===== config.mk =====
export PLATFORM = sky130hd
export DESIGN_NAME = mem_access_unit
export DESIGN_NICKNAME = d
export VERILOG_FILES = /design/src/rtl/mem_access_unit.sv
export SDC_FILE = /design/constraint.sdc
export NUM_CORES = 1
export LEC_CHECK = 0
export ABC_AREA = 1
export CAP_MARGIN = 10
export CORE_UTILIZATION = 47
export DETAILED_ROUTE_END_ITERATION = 7
export PLACE_DENSITY = 0.81
export SYNTH_ARGS = -nofsm -noshare
export SYNTH_HDL_FRONTEND = slang
export SYNTH_SLANG_ARGS = --single-unit
export TNS_END_PERCENT = 5

===== constraint.sdc =====
create_clock -name clk -period 2.74 [get_ports clk]
set_input_delay 0.548 -clock clk [delete_from_list [all_inputs] [get_ports clk]]
set_output_delay 0.548 -clock clk [all_outputs]
set_load 0.01 [all_outputs]

===== src/rtl/mem_access_unit.sv =====
// mem_access_unit: load/store bridge from the execute stage to two memory
// regions. North is a narrow multi-beat bus with a ready handshake; local
// is full width with a fixed single-cycle access. The effective address
// bit LOCAL_BIT picks the region. Loads are assembled, then sign- or
// zero-extended into rsp_data. Misaligned or illegal-size accesses finish
// with rsp_err and touch no memory.
module mem_access_unit #(
  parameter int XLEN        = 32,
  parameter int NB_W        = 16,
  parameter int LOCAL_BIT   = 24,
  parameter int CHECK_ALIGN = 1
) (
  input  logic            clk,
  input  logic            rst,
  input  logic            req_valid,
  output logic            req_ready,
  input  logic            req_load,
  input  logic            req_store,
  input  logic [1:0]      req_size,
  input  logic            req_unsigned,
  input  logic [XLEN-1:0] base,
  input  logic [XLEN-1:0] imm,
  input  logic [XLEN-1:0] wdata,
  output logic [XLEN-1:0] n_addr,
  output logic [NB_W-1:0] n_wdata,
  input  logic [NB_W-1:0] n_rdata,
  output logic            n_read,
  output logic            n_write,
  input  logic            n_rdy,
  output logic [XLEN-1:0] l_addr,
  output logic [XLEN-1:0] l_wdata,
  input  logic [XLEN-1:0] l_rdata,
  output logic            l_read,
  output logic            l_write,
  output logic            rsp_valid,
  output logic [XLEN-1:0] rsp_data,
  output logic            rsp_err,
  output logic            busy
);

  // Number of north lanes in one register, beat counter width, and the
  // shift that turns a byte address into a north word index.
  localparam int MAXB = XLEN / NB_W;
  localparam int BW   = (MAXB > 1) ? $clog2(MAXB) : 1;
  localparam int NSH  = $clog2(NB_W / 8);

  typedef enum logic [2:0] {IDLE, N_XFER, L_ACC, L_CAP, DONE} state_t;

  // Control fields latched at acceptance.
  typedef struct packed {
    logic       load;
    logic [1:0] size;
    logic       uns;
    logic       err;
  } ctl_t;

  state_t state, state_nx;
  ctl_t   ctl_q;

  logic [XLEN-1:0]            ea_q;
  logic [MAXB-1:0][NB_W-1:0]  wd_lanes;
  logic [MAXB-1:0][NB_W-1:0]  rd_lanes;
  logic [MAXB-1:0][NB_W-1:0]  asm_data;
  logic [BW-1:0]              beat;
  logic [BW-1:0]              last_q;
  logic [XLEN-1:0]            rsp_data_q;

  logic [XLEN-1:0] ea_calc;
  logic [2:0]      amask;
  logic            size_bad;
  logic            misalign;
  logic            req_bad;
  logic            accept;
  logic            beat_done;

  // Zero/sign extension from the accessed width; the fill bit comes only
  // from the data handed in, so each region supplies its own sign.
  function automatic logic [XLEN-1:0] extend(input logic [XLEN-1:0] d,
                                             input logic [1:0]      sz,
                                             input logic            uns);
    logic [XLEN-1:0] r;
    logic            fill;
    int              w;
    w = 8 << sz;
    if (w > XLEN) w = XLEN;
    case (sz)
      2'd0:    fill = d[7];
      2'd1:    fill = d[15];
      2'd2:    fill = d[31];
      default: fill = d[XLEN-1];
    endcase
    if (uns) fill = 1'b0;
    for (int i = 0; i < XLEN; i++) r[i] = (i < w) ? d[i] : fill;
    return r;
  endfunction

  // Index of the final north beat for a given size; sub-lane accesses
  // still take one beat on the low lanes.
  function automatic logic [BW-1:0] last_of(input logic [1:0] sz);
    int n;
    n = (8 << sz) / NB_W;
    if (n < 1) n = 1;
    if (n > MAXB) n = MAXB;
    return BW'(n - 1);
  endfunction

  // Effective address and request legality, evaluated on the raw inputs.
  always_comb begin
    ea_calc = base + imm;
    case (req_size)
      2'd0:    amask = 3'b000;
      2'd1:    amask = 3'b001;
      2'd2:    amask = 3'b011;
      default: amask = 3'b111;
    endcase
    size_bad = (req_size == 2'd3) && (XLEN < 64);
    misalign = (CHECK_ALIGN != 0) && ((ea_calc[2:0] & amask) != 3'b000);
    req_bad  = size_bad || misalign;
  end

  // Load data as it will look once the current north beat lands.
  always_comb begin
    asm_data       = rd_lanes;
    asm_data[beat] = n_rdata;
  end

  // State register.
  always_ff @(posedge clk) begin
    if (rst) state <= IDLE;
    else     state <= state_nx;
  end

  // Next-state and strobe decode; every output is forced quiet outside
  // the state that owns it.
  always_comb begin
    state_nx  = state;
    accept    = 1'b0;
    beat_done = 1'b0;
    req_ready = 1'b0;
    n_addr    = '0;
    n_wdata   = '0;
    n_read    = 1'b0;
    n_write   = 1'b0;
    l_addr    = '0;
    l_wdata   = '0;
    l_read    = 1'b0;
    l_write   = 1'b0;
    rsp_valid = 1'b0;
    rsp_err   = 1'b0;
    case (state)
      IDLE: begin
        req_ready = 1'b1;
        if (req_valid && (req_load || req_store)) begin
          accept = 1'b1;
          if (req_bad)                 state_nx = DONE;
          else if (ea_calc[LOCAL_BIT]) state_nx = L_ACC;
          else                         state_nx = N_XFER;
        end
      end
      N_XFER: begin
        n_read  = ctl_q.load;
        n_write = ~ctl_q.load;
        n_addr  = (ea_q >> NSH) + XLEN'(beat);
        n_wdata = ctl_q.load ? '0 : wd_lanes[beat];
        if (n_rdy) begin
          beat_done = 1'b1;
          if (beat == last_q) state_nx = DONE;
        end
      end
      L_ACC: begin
        l_read   = ctl_q.load;
        l_write  = ~ctl_q.load;
        l_addr   = ea_q;
        l_wdata  = wd_lanes;
        state_nx = ctl_q.load ? L_CAP : DONE;
      end
      L_CAP: state_nx = DONE;
      DONE: begin
        rsp_valid = 1'b1;
        rsp_err   = ctl_q.err;
        state_nx  = IDLE;
      end
      default: state_nx = IDLE;
    endcase
  end

  // Request latch, beat sequencing and load result capture.
  always_ff @(posedge clk) begin
    if (rst) begin
      ctl_q      <= '0;
      ea_q       <= '0;
      wd_lanes   <= '0;
      rd_lanes   <= '0;
      beat       <= '0;
      last_q     <= '0;
      rsp_data_q <= '0;
    end else begin
      if (accept) begin
        ctl_q.load <= req_load;
        ctl_q.size <= req_size;
        ctl_q.uns  <= req_unsigned;
        ctl_q.err  <= req_bad;
        ea_q       <= ea_calc;
        wd_lanes   <= wdata;
        rd_lanes   <= '0;
        beat       <= '0;
        last_q     <= last_of(req_size);
      end
      if (beat_done) begin
        if (ctl_q.load) rd_lanes[beat] <= n_rdata;
        beat <= beat + BW'(1);
        if (ctl_q.load && (beat == last_q))
          rsp_data_q <= extend(asm_data, ctl_q.size, ctl_q.uns);
      end
      if (state == L_CAP)
        rsp_data_q <= extend(l_rdata, ctl_q.size, ctl_q.uns);
    end
  end

  assign rsp_data = rsp_data_q;
  assign busy     = ~req_ready;

endmodule


==> images/final_clocks.png <==
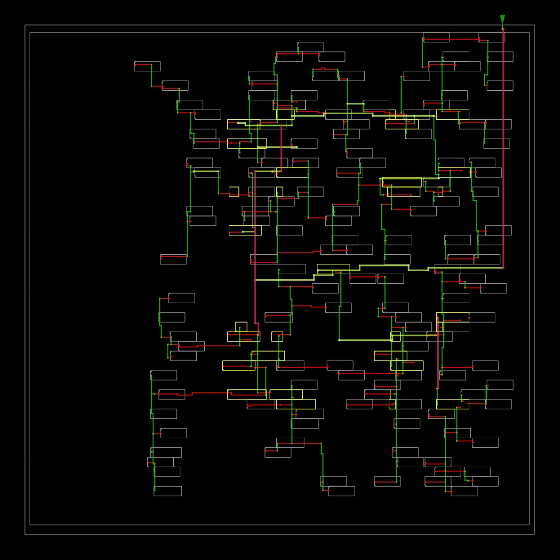
clock buffers created by TritonCTS: 17
worst clock skew on the final layout: 0.00935 ns

==> images/gate_families.png <==
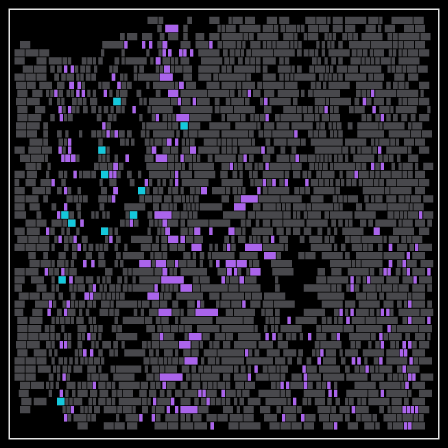
[cyan] AND-OR and OR-AND gates | cells: 11 | where: west
[purple] NOR gates | cells: 238 | where: spread over the die
non-filler cells, final: 2103
most frequently placed logic cell in the final layout: nand2_1

==> images/zoom.png <==
Bar = 5 um. Window x 62 to 82, y 91 to 111 um. Cells in gray, sequential cells in the stronger gray; small squares are vias.
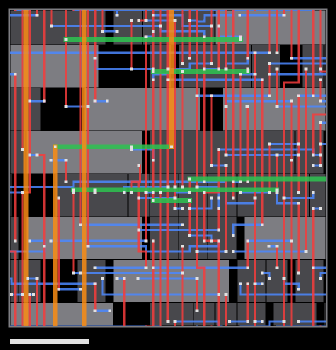
[red] met2
[orange] met4
[green] met3
[blue] met1
most frequent: dfxtp_1 (9), a21oi_1 (6), o21ai_0 (5)
netlist names of flops here include: rd_lanes (8), ea_q (1)
cells with their middle in the window: 38
sequential cells in the window: 9

==> Table 3: Implementation characteristics <==
Implementation parameters

Parameter                              Value

Run status
  Outcome    finished, violations left
  Failing checks    setup timing

Critical path
  Critical Path Slowest Stage Cell    dfxtp_4
  Class of the most critical setup path    reg -> out
  Largest fanout of any net on the critical path    3
  Reg-to-reg setup timing slack    approximately 0.33 ns
  Critical Path Stages    10
  Element type at the critical path start    flip-flop
  Kind of end point of the critical path    output port
  R2r startpoint    beat
  Req. time, crit path    between 2 and 2.5 ns

Clock tree
  Total clock sinks    138
  Quantity of hold-fixing buffers added after cts    0
  Clock Pin Slew Worst Setup and Hold Paths    about 0.060 ns
  Bufs on Longest Clock Path    2

Global route
  Largest net degree at the start of global routing    90
  Initial antenna violation count    1

Timing
  Worst setup margin    -0.143 ns
  Headroom to the max-slew limit    0.394
  Setup repair after global routing missed its margin    yes
  Number of failing setup endpoints in the final timing report    14
  Setup Total Neg Slack    -1.01 ns
  Final Slew Violations    0
  Slew @ Worst Pin    around 0.9 ns

Pwr
  Power density over cell area    469 nW/um^2
  Internal power summed over all cells    between 0.004 and 0.005 W
  Share of power burned in registers    0.343

Place
  Detailed placement HPWL    between 20 and 30 mm

Final layout
  Buffers, non-clock    ~400
  Multi-input gate share of the layout cell area    0.411
  Area of the multi-input gates    around 6000 um^2
  Net count of the finished layout    about 2000
  Fill cell total of the finished layout    approximately 1600
  Fraction of area in registers    0.195
  Total non-filler cell area in the finished layout    14200 um^2
  Leading cell category by total area    combinational gates
  Clock Buffer Count    19
  Portion of the layout cell area used by non-clock buffers    0.274
  Most used cells in the layout excluding fill and tap cells    245 x nand2_1, 230 x clkdlybuf4s50_1, 210 x a21oi_1, 188 x nor2_1, 175 x inv_1

Synthesis
  Number of warning messages in the yosys log    0
  Number of standard cells reported by yosys    ~1500
  Tally of unique sky130hd cells used after synthesis    between 40 and 50
  Cells after Synth    about 1500
  Area fraction in xor and xnor cells    0.0186

Drt
  Final antenna-violating net count    0
  DRT iter0 DRCs    between 900 and 1000
  TritonRoute pass-1 iters    6
  DRC Markers    0

Floorplan
  Tapcell count    approximately 270
  Area of the core region    ~20000 um^2
  Number of ports placed on the die boundary    between 300 and 400
  Overall die width    around 140 um
  Pre-placement core utilization    0.482

Hold path
  WHS Path Cells    2
  Start point of the worst min-delay path    wd_lanes[6]
==> images/pins.png <==
Bar = 50 um. Pins as bars across the die edge, other pins in gray.
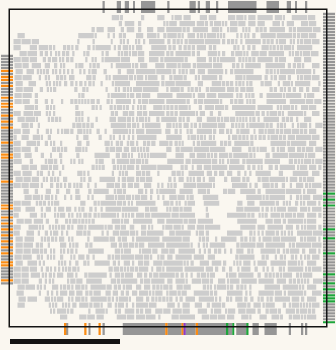
[orange] imm | pins: 32 | direction: input | edge: 26 west, 6 south
[purple] rsp_err | pins: 1 | direction: output | edge: south
[green] n_wdata | pins: 16 | direction: output | edge: 13 east, 3 south
buffers added on ports: 304
height of the die: 144 um

==> images/wire_density.png <==
The die is cut into 29 by 29 equal tiles; white is low, dark blue is high, scaled to the fullest tile. Values are wire area over tile area, all layers added.
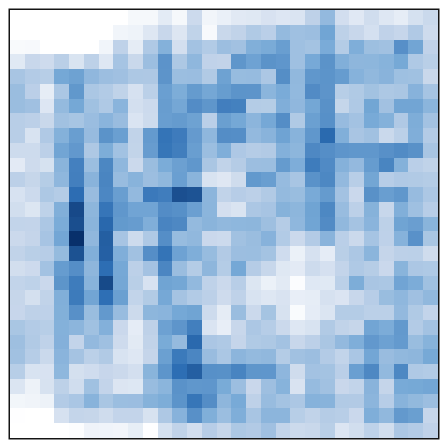
mean over tiles: 0.28
tiles over half the peak: 23%
fullest tile: 0.75
nearly empty tiles: 3.4%
count of vias placed by the detailed router: 11411
Wirelength per Cell: 16.6 um
Total Routed Length: 34.9 mm

## cell usage after synthesis (all sizes together)
| cell type | instances | area, um^2 |
|---|---|---|
| or2 | 4 | 25.0 |
| nand3b | 3 | 22.5 |
| a21o | 6 | 45.0 |
| nor4 | 11 | 68.8 |
| and2 | 1 | 6.26 |
| and3 | 1 | 6.26 |
| xor2 | 18 | 158 |
| clkbuf | 40 | 150 |
| buf | 36 | 200 |
| dfxtp | 138 | 2760 |
| nor2 | 199 | 772 |
| a21oi | 214 | 1070 |
| inv | 191 | 717 |
| fa | 1 | 20.0 |
| o21bai | 5 | 37.5 |
| o31ai | 1 | 7.51 |
| o211ai | 9 | 67.6 |
| nand3 | 67 | 335 |
| a221oi | 1 | 8.76 |
| a22oi | 1 | 7.51 |
| nand2 | 249 | 940 |
| a31oi | 11 | 83.8 |
| nor3 | 28 | 176 |
| a211oi | 30 | 365 |
| o21a | 5 | 37.5 |
| nand4 | 16 | 100 |
| ha | 33 | 413 |
| xnor2 | 2 | 17.5 |
| clkinv | 3 | 12.5 |
| o21ai | 157 | 786 |
## power groups by stage
stage / clock [W] / sequential, W / combinational [W]
2_1_floorplan: 0 / 0.00230 / 0.00107
3_5_place_dp: 0 / 0.00231 / 0.00190
4_1_cts: 0.00243 / 0.00228 / 0.00192
3_3_place_gp: 0 / 0.00231 / 0.00187
5_1_grt: 0.00253 / 0.00231 / 0.00216
6_report: 0.00242 / 0.00229 / 0.00197
## routing by layer
metal | share of wire | wire (um) | global-route usage
met3 | 0.071 | 2500 | 0.0570
met4 | 0.037 | 1280 | 0.148
met1 | 0.40 | 14100 | 0.394
met2 | 0.49 | 17100 | 0.581
met5 | 0 | 0 | 0
No activity file was given, so power comes from the tool's default toggle rates.
